**src/rtl/hamming_tx_ctrl.sv**
```systemverilog
// Hamming(7,4) serial transmit controller: buffers 4-bit messages in a small
// FIFO, encodes each into a 7-bit codeword and shifts it out code[1] first.
module hamming_tx_ctrl #(
  parameter int DEPTH      = 2,
  parameter int GAP_CYCLES = 1
) (
  input  logic                     clk,
  input  logic                     rst,
  input  logic [1:4]               msg_in,
  input  logic                     in_valid,
  output logic                     in_ready,
  input  logic                     tx_en,
  output logic                     tx_bit,
  output logic                     tx_frame,
  output logic                     frame_done,
  output logic [$clog2(DEPTH):0]   fifo_count,
  output logic                     busy
);

  localparam int AW = $clog2(DEPTH);
  localparam int GW = (GAP_CYCLES > 1) ? $clog2(GAP_CYCLES + 1) : 1;

  typedef enum logic [1:0] {
    IDLE  = 2'd0,
    SHIFT = 2'd1,
    GAP   = 2'd2
  } state_t;

  // Parity positions 1, 2 and 4 each cover the data positions whose index has that bit set.
  function automatic logic [1:7] hamming_enc(input logic [1:4] m);
    logic [1:7] c;
    c    = 7'b0000000;
    c[3] = m[1];
    c[5] = m[2];
    c[6] = m[3];
    c[7] = m[4];
    c[1] = c[3] ^ c[5] ^ c[7];
    c[2] = c[3] ^ c[6] ^ c[7];
    c[4] = c[5] ^ c[6] ^ c[7];
    return c;
  endfunction

  logic [1:4]    mem_r [DEPTH];
  logic [AW-1:0] wr_ptr_r;
  logic [AW-1:0] rd_ptr_r;
  logic [AW:0]   count_r;
  state_t        state_r;
  logic [1:7]    code_r;
  logic [2:0]    idx_r;
  logic [GW-1:0] gap_cnt_r;
  logic          tx_bit_r;
  logic          tx_frame_r;
  logic          frame_done_r;

  logic          push_s;
  logic          pop_s;
  logic          in_ready_s;

  // Handshake qualifiers for the FIFO; a pop is the IDLE load of the next frame.
  always_comb begin
    in_ready_s = 1'b0;
    push_s     = 1'b0;
    pop_s      = 1'b0;
    if (count_r < (AW + 1)'(DEPTH)) begin
      in_ready_s = 1'b1;
    end else begin
      in_ready_s = 1'b0;
    end
    push_s = in_valid && in_ready_s;
    if ((state_r == IDLE) && (count_r != (AW + 1)'(0))) begin
      pop_s = 1'b1;
    end else begin
      pop_s = 1'b0;
    end
  end

  // Message FIFO storage, pointers (wrapping naturally at DEPTH) and occupancy.
  always_ff @(posedge clk) begin
    if (rst) begin
      wr_ptr_r <= AW'(0);
      rd_ptr_r <= AW'(0);
      count_r  <= (AW + 1)'(0);
      for (int i = 0; i < DEPTH; i++) begin
        mem_r[i] <= 4'b0000;
      end
    end else begin
      if (push_s) begin
        mem_r[wr_ptr_r] <= msg_in;
        wr_ptr_r        <= wr_ptr_r + AW'(1);
      end
      if (pop_s) begin
        rd_ptr_r <= rd_ptr_r + AW'(1);
      end
      case ({push_s, pop_s})
        2'b10:   count_r <= count_r + (AW + 1)'(1);
        2'b01:   count_r <= count_r - (AW + 1)'(1);
        default: count_r <= count_r;
      endcase
    end
  end

  // Frame sequencer: load, shift seven bits under tx_en, then the inter-frame gap.
  always_ff @(posedge clk) begin
    if (rst) begin
      state_r      <= IDLE;
      code_r       <= 7'b0000000;
      idx_r        <= 3'd1;
      gap_cnt_r    <= GW'(0);
      tx_bit_r     <= 1'b0;
      tx_frame_r   <= 1'b0;
      frame_done_r <= 1'b0;
    end else begin
      case (state_r)
        IDLE: begin
          tx_bit_r     <= 1'b0;
          tx_frame_r   <= 1'b0;
          frame_done_r <= 1'b0;
          if (pop_s) begin
            code_r  <= hamming_enc(mem_r[rd_ptr_r]);
            idx_r   <= 3'd1;
            state_r <= SHIFT;
          end
        end
        SHIFT: begin
          tx_frame_r   <= 1'b1;
          tx_bit_r     <= code_r[idx_r];
          frame_done_r <= 1'b0;
          // A disabled cycle re-drives the same bit without advancing.
          if (tx_en) begin
            if (idx_r == 3'd7) begin
              frame_done_r <= 1'b1;
              idx_r        <= 3'd1;
              if (GAP_CYCLES == 0) begin
                state_r <= IDLE;
              end else begin
                gap_cnt_r <= GW'(GAP_CYCLES);
                state_r   <= GAP;
              end
            end else begin
              idx_r <= idx_r + 3'd1;
            end
          end
        end
        GAP: begin
          tx_bit_r     <= 1'b0;
          tx_frame_r   <= 1'b0;
          frame_done_r <= 1'b0;
          if (tx_en) begin
            if (gap_cnt_r <= GW'(1)) begin
              state_r <= IDLE;
            end else begin
              gap_cnt_r <= gap_cnt_r - GW'(1);
            end
          end
        end
        default: begin
          state_r      <= IDLE;
          tx_bit_r     <= 1'b0;
          tx_frame_r   <= 1'b0;
          frame_done_r <= 1'b0;
        end
      endcase
    end
  end

  assign in_ready   = in_ready_s;
  assign fifo_count = count_r;
  assign busy       = (state_r != IDLE) || (count_r != (AW + 1)'(0));
  assign tx_bit     = tx_bit_r;
  assign tx_frame   = tx_frame_r;
  assign frame_done = frame_done_r;

endmodule

```
**config.mk**
```make
export PLATFORM = sky130hd
export DESIGN_NAME = hamming_tx_ctrl
export DESIGN_NICKNAME = d
export VERILOG_FILES = /design/src/rtl/hamming_tx_ctrl.sv
export SDC_FILE = /design/constraint.sdc
export NUM_CORES = 1
export LEC_CHECK = 0
export ABC_AREA = 1
export CORE_AREA = 2 2 52 54
export DETAILED_ROUTE_END_ITERATION = 8
export DIE_AREA = 0 0 54 56
export GPL_TIMING_DRIVEN = 0
export PLACE_DENSITY = 0.77
export SYNTH_ARGS = -nofsm -noshare
export SYNTH_HDL_FRONTEND = slang
export SYNTH_SLANG_ARGS = --single-unit
```
**constraint.sdc**
```tcl
create_clock -name clk -period 3.8 [get_ports clk]
set_clock_uncertainty 0.05 [all_clocks]
set_input_delay 0.76 -clock clk [delete_from_list [all_inputs] [get_ports clk]]
set_output_delay 0.76 -clock clk [all_outputs]
set_load 0.005 [all_outputs]
```
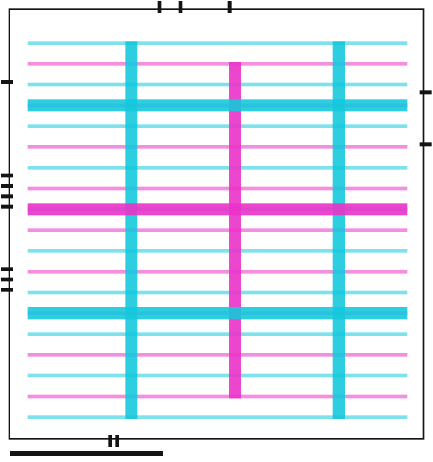
**Above:** PDN straps and rails.
The bar under the picture is 20 µm long. Pins as bars on the die edge.
legend:
  VSS:
    colour: cyan
  VDD:
    colour: magenta
rows: 18
met1 rails: 19

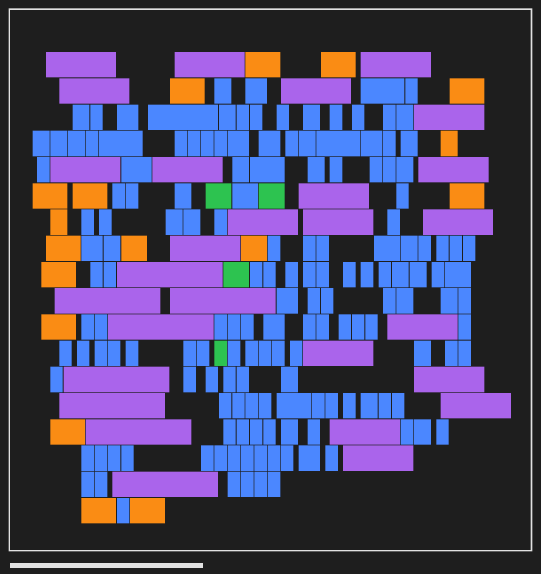
**Above:** placed cells, one colour a class.
The bar under the picture is 20 µm long.
legend:
  clock drivers and dummy loads:
    colour: green
    cells: 4
  other buffers and delay cells:
    colour: orange
    cells: 17
  all other logic:
    colour: blue
    cells: 159
  flip-flops:
    colour: purple
    cells: 28

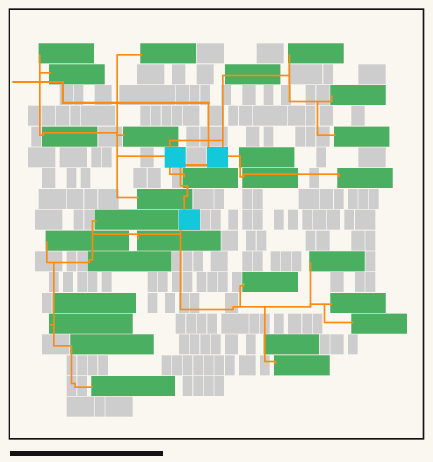
**Above:** routed clock nets over the placement.
The bar under the picture is 20 µm long.
legend:
  cells driving clock nets:
    colour: cyan
    count: 3
  clock wires:
    colour: orange
    length: 285 µm
  flip-flops:
    colour: green
    count: 28
flops lie: widely spread

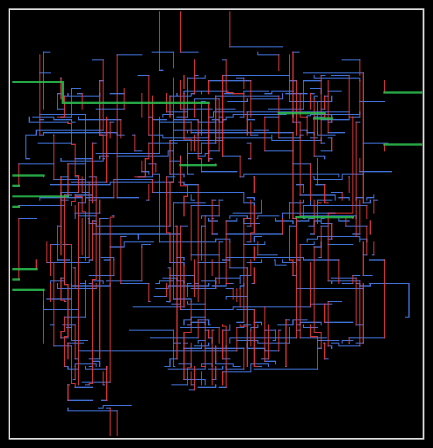
**Above:** metal layers overlaid.
legend:
  met3:
    colour: green
    wire_length: 78.2 µm
  met1:
    colour: blue
    wire_length: 1140 µm
  met2:
    colour: red
    wire_length: 1250 µm

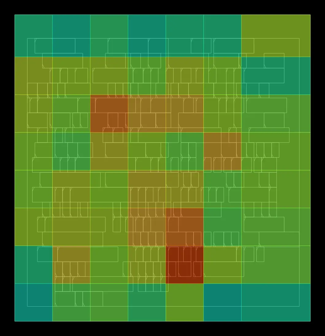
**Above:** congestion heat map.
All-Layer GR Usage: 0.186
met3 track demand over resource: 0.0269

==> flow_results.xml <==
<?xml version="1.0" encoding="UTF-8"?>
<metrics>
  <group name="worst_setup_path">
    <metric name="r2r_cell_count" unit="">7</metric>
    <metric name="setup.worst_path.class" unit="">register to output port</metric>
    <metric name="crit_start" unit="">fifo_count[0]$_SDFFE_PP0P_</metric>
    <metric name="worst_setup_path_start_kind" unit="">register</metric>
    <metric name="worst_r2r_endpoint" unit="">fifo_count[1]$_SDFFE_PP0P_</metric>
  </group>
  <group name="logic_synthesis">
    <metric name="synth.area.top_cells" unit="">sky130_fd_sc_hd__dfxtp_1, sky130_fd_sc_hd__edfxtp_1, sky130_fd_sc_hd__nand2_1</metric>
    <metric name="synth_stat.cells" unit="">191</metric>
    <metric name="synth.largest_area_cell" unit="">sky130_fd_sc_hd__dfxtp_1</metric>
    <metric name="synth_flop_count" unit="">28</metric>
    <metric name="syn-num-nets" unit="">202</metric>
    <metric name="synthesis.area" unit="µm²">1390</metric>
    <metric name="postSynthAreaPerCell" unit="µm²">7.28</metric>
    <metric name="synth.top_cell.area_share" unit="">0.288</metric>
  </group>
  <group name="global_routing">
    <metric name="grt_use_met1" unit="">0.232</metric>
    <metric name="grt_max_degree" unit="">16</metric>
    <metric name="first_global_vias" unit="">1110</metric>
  </group>
  <group name="sta">
    <metric name="rsz0062_at_grt" unit="">no</metric>
    <metric name="slew_violations" unit="">0</metric>
    <metric name="period_used_share" unit="">0.621</metric>
    <metric name="worst_slack" unit="ns">1.44</metric>
    <metric name="final_period_minus_worst_setup_slack" unit="ns">2.36</metric>
    <metric name="fmax" unit="GHz">0.424</metric>
    <metric name="final_number_of_setup_violating_endpoints" unit="">0</metric>
    <metric name="hold_viol" unit="">0</metric>
    <metric name="tightest_slew" unit="ns">0.328</metric>
  </group>
  <group name="hold_path">
    <metric name="critical_hold_path_startpoint" unit="">rd_ptr_r$_SDFFE_PP0P_</metric>
    <metric name="worstHoldPathType" unit="">register to register</metric>
    <metric name="timing.hold.worst_path_depth" unit="">1</metric>
  </group>
  <group name="route">
    <metric name="wl_per_cell" unit="µm">10.4</metric>
    <metric name="routed-via-count" unit="">1184</metric>
    <metric name="drtAntennaViolNets" unit="">0</metric>
    <metric name="detail_route.iter0.violations" unit="">18</metric>
    <metric name="route.detailed.drc" unit="">0</metric>
  </group>
  <group name="final_layout">
    <metric name="diodes" unit="">0</metric>
    <metric name="finish.net_count" unit="">220</metric>
    <metric name="layout.core_utilization" unit="">0.651</metric>
    <metric name="multi_input_comb_area" unit="µm²">608</metric>
    <metric name="most_numerous_logic_cell_after_layout" unit="">sky130_fd_sc_hd__nand2_1</metric>
    <metric name="layout-drive-gt1-share" unit="">0.106</metric>
    <metric name="area_growth_from_synthesis_to_final_layout" unit="%">14.0</metric>
  </group>
  <group name="power_and_ir_drop">
    <metric name="power.internal" unit="mW">0.603</metric>
    <metric name="power.net_switching" unit="mW">0.408</metric>
    <metric name="switching_share" unit="">0.404</metric>
    <metric name="power.sequential.fraction" unit="">0.417</metric>
    <metric name="power_leakage" unit="nW">0.764</metric>
  </group>
  <group name="placed_design">
    <metric name="preCtsSetupSlack" unit="ns">1.63</metric>
    <metric name="dpl-instance-area" unit="µm²">1560</metric>
    <metric name="gp_routability_congestion" unit="">0.790</metric>
    <metric name="post-place-cells" unit="">234</metric>
  </group>
  <group name="flow_run">
    <metric name="max_cap_viol_count" unit="">0</metric>
    <metric name="warning_count" unit="">26</metric>
  </group>
  <group name="run_status">
    <metric name="run_status" unit="">finished, final reports clean</metric>
  </group>
  <group name="cts">
    <metric name="tritoncts" unit="">yes</metric>
    <metric name="cts_buffers" unit="">3</metric>
    <metric name="htreeDepth" unit="">1</metric>
    <metric name="clk_pin_slew_worst_paths" unit="ns">0.14</metric>
    <metric name="ctsLongestPathBuffers" unit="">2</metric>
    <metric name="clk_root_buffer_cell" unit="">sky130_fd_sc_hd__clkbuf_4</metric>
  </group>
  <group name="floorplan">
    <metric name="core.rowCount" unit="">18</metric>
    <metric name="chipArea" unit="µm²">3020</metric>
    <metric name="die_width" unit="µm">54</metric>
    <metric name="die.size.y" unit="µm">56</metric>
  </group>
</metrics>
[final cells by class]
type / count / share of cell area
Inverter: 31 / 0.0735
Buffer: 4 / 0.0158
Sequential cell: 28 / 0.404
Tap cell: 30 / 0.0237
Clock buffer: 4 / 0.0166
Multi-Input combinational cell: 128 / 0.384
Timing Repair Buffer: 13 / 0.0821
[metal layers]
| layer | share of wire | wire, µm |
|---|---|---|
| met1 | 0.46 | 1140 |
| met2 | 0.51 | 1250 |
| met3 | 0.032 | 78 |
| met4 | 0 | 0 |
| met5 | 0 | 0 |
[state kept, by name (all words and copies together), names as in the netlist, named ones only]
name	flops
idx_r	3
frame_done	1
code_r	7
tx_bit	1
mem_r	8
rd_ptr_r	1
fifo_count	2
tx_frame	1
state_r	2
wr_ptr_r	1
[logic make-up after synthesis]
family                     Yosys count  synth area share
and+or+nand+nor                    101             0.316
buffers and inverters               35             0.102
DFF                                 28             0.461
AOI/OAI and AO/OA                   23            0.0882
adders and majority gates            3            0.0270
xor gates and xnor gates             1           0.00630
[power by group through the flow]
| stage | Combinational (mW) | Clock, mW | Sequential [mW] |
|---|---|---|---|
| 2_1_floorplan | 0.355 | 0 | 0.419 |
| 3_3_place_gp | 0.453 | 0 | 0.425 |
| 3_5_place_dp | 0.467 | 0 | 0.429 |
| 4_1_cts | 0.470 | 0.125 | 0.422 |
| 5_1_grt | 0.542 | 0.141 | 0.431 |
| 6_report | 0.467 | 0.123 | 0.421 |
[worst max-delay path, cell delays in order, from the launching register on]
cell and delay (ns):
sky130_fd_sc_hd__dfxtp_1 0.39, sky130_fd_sc_hd__nor2_2 0.25, sky130_fd_sc_hd__nand2_1 0.13, sky130_fd_sc_hd__clkdlybuf4s50_1 0.46
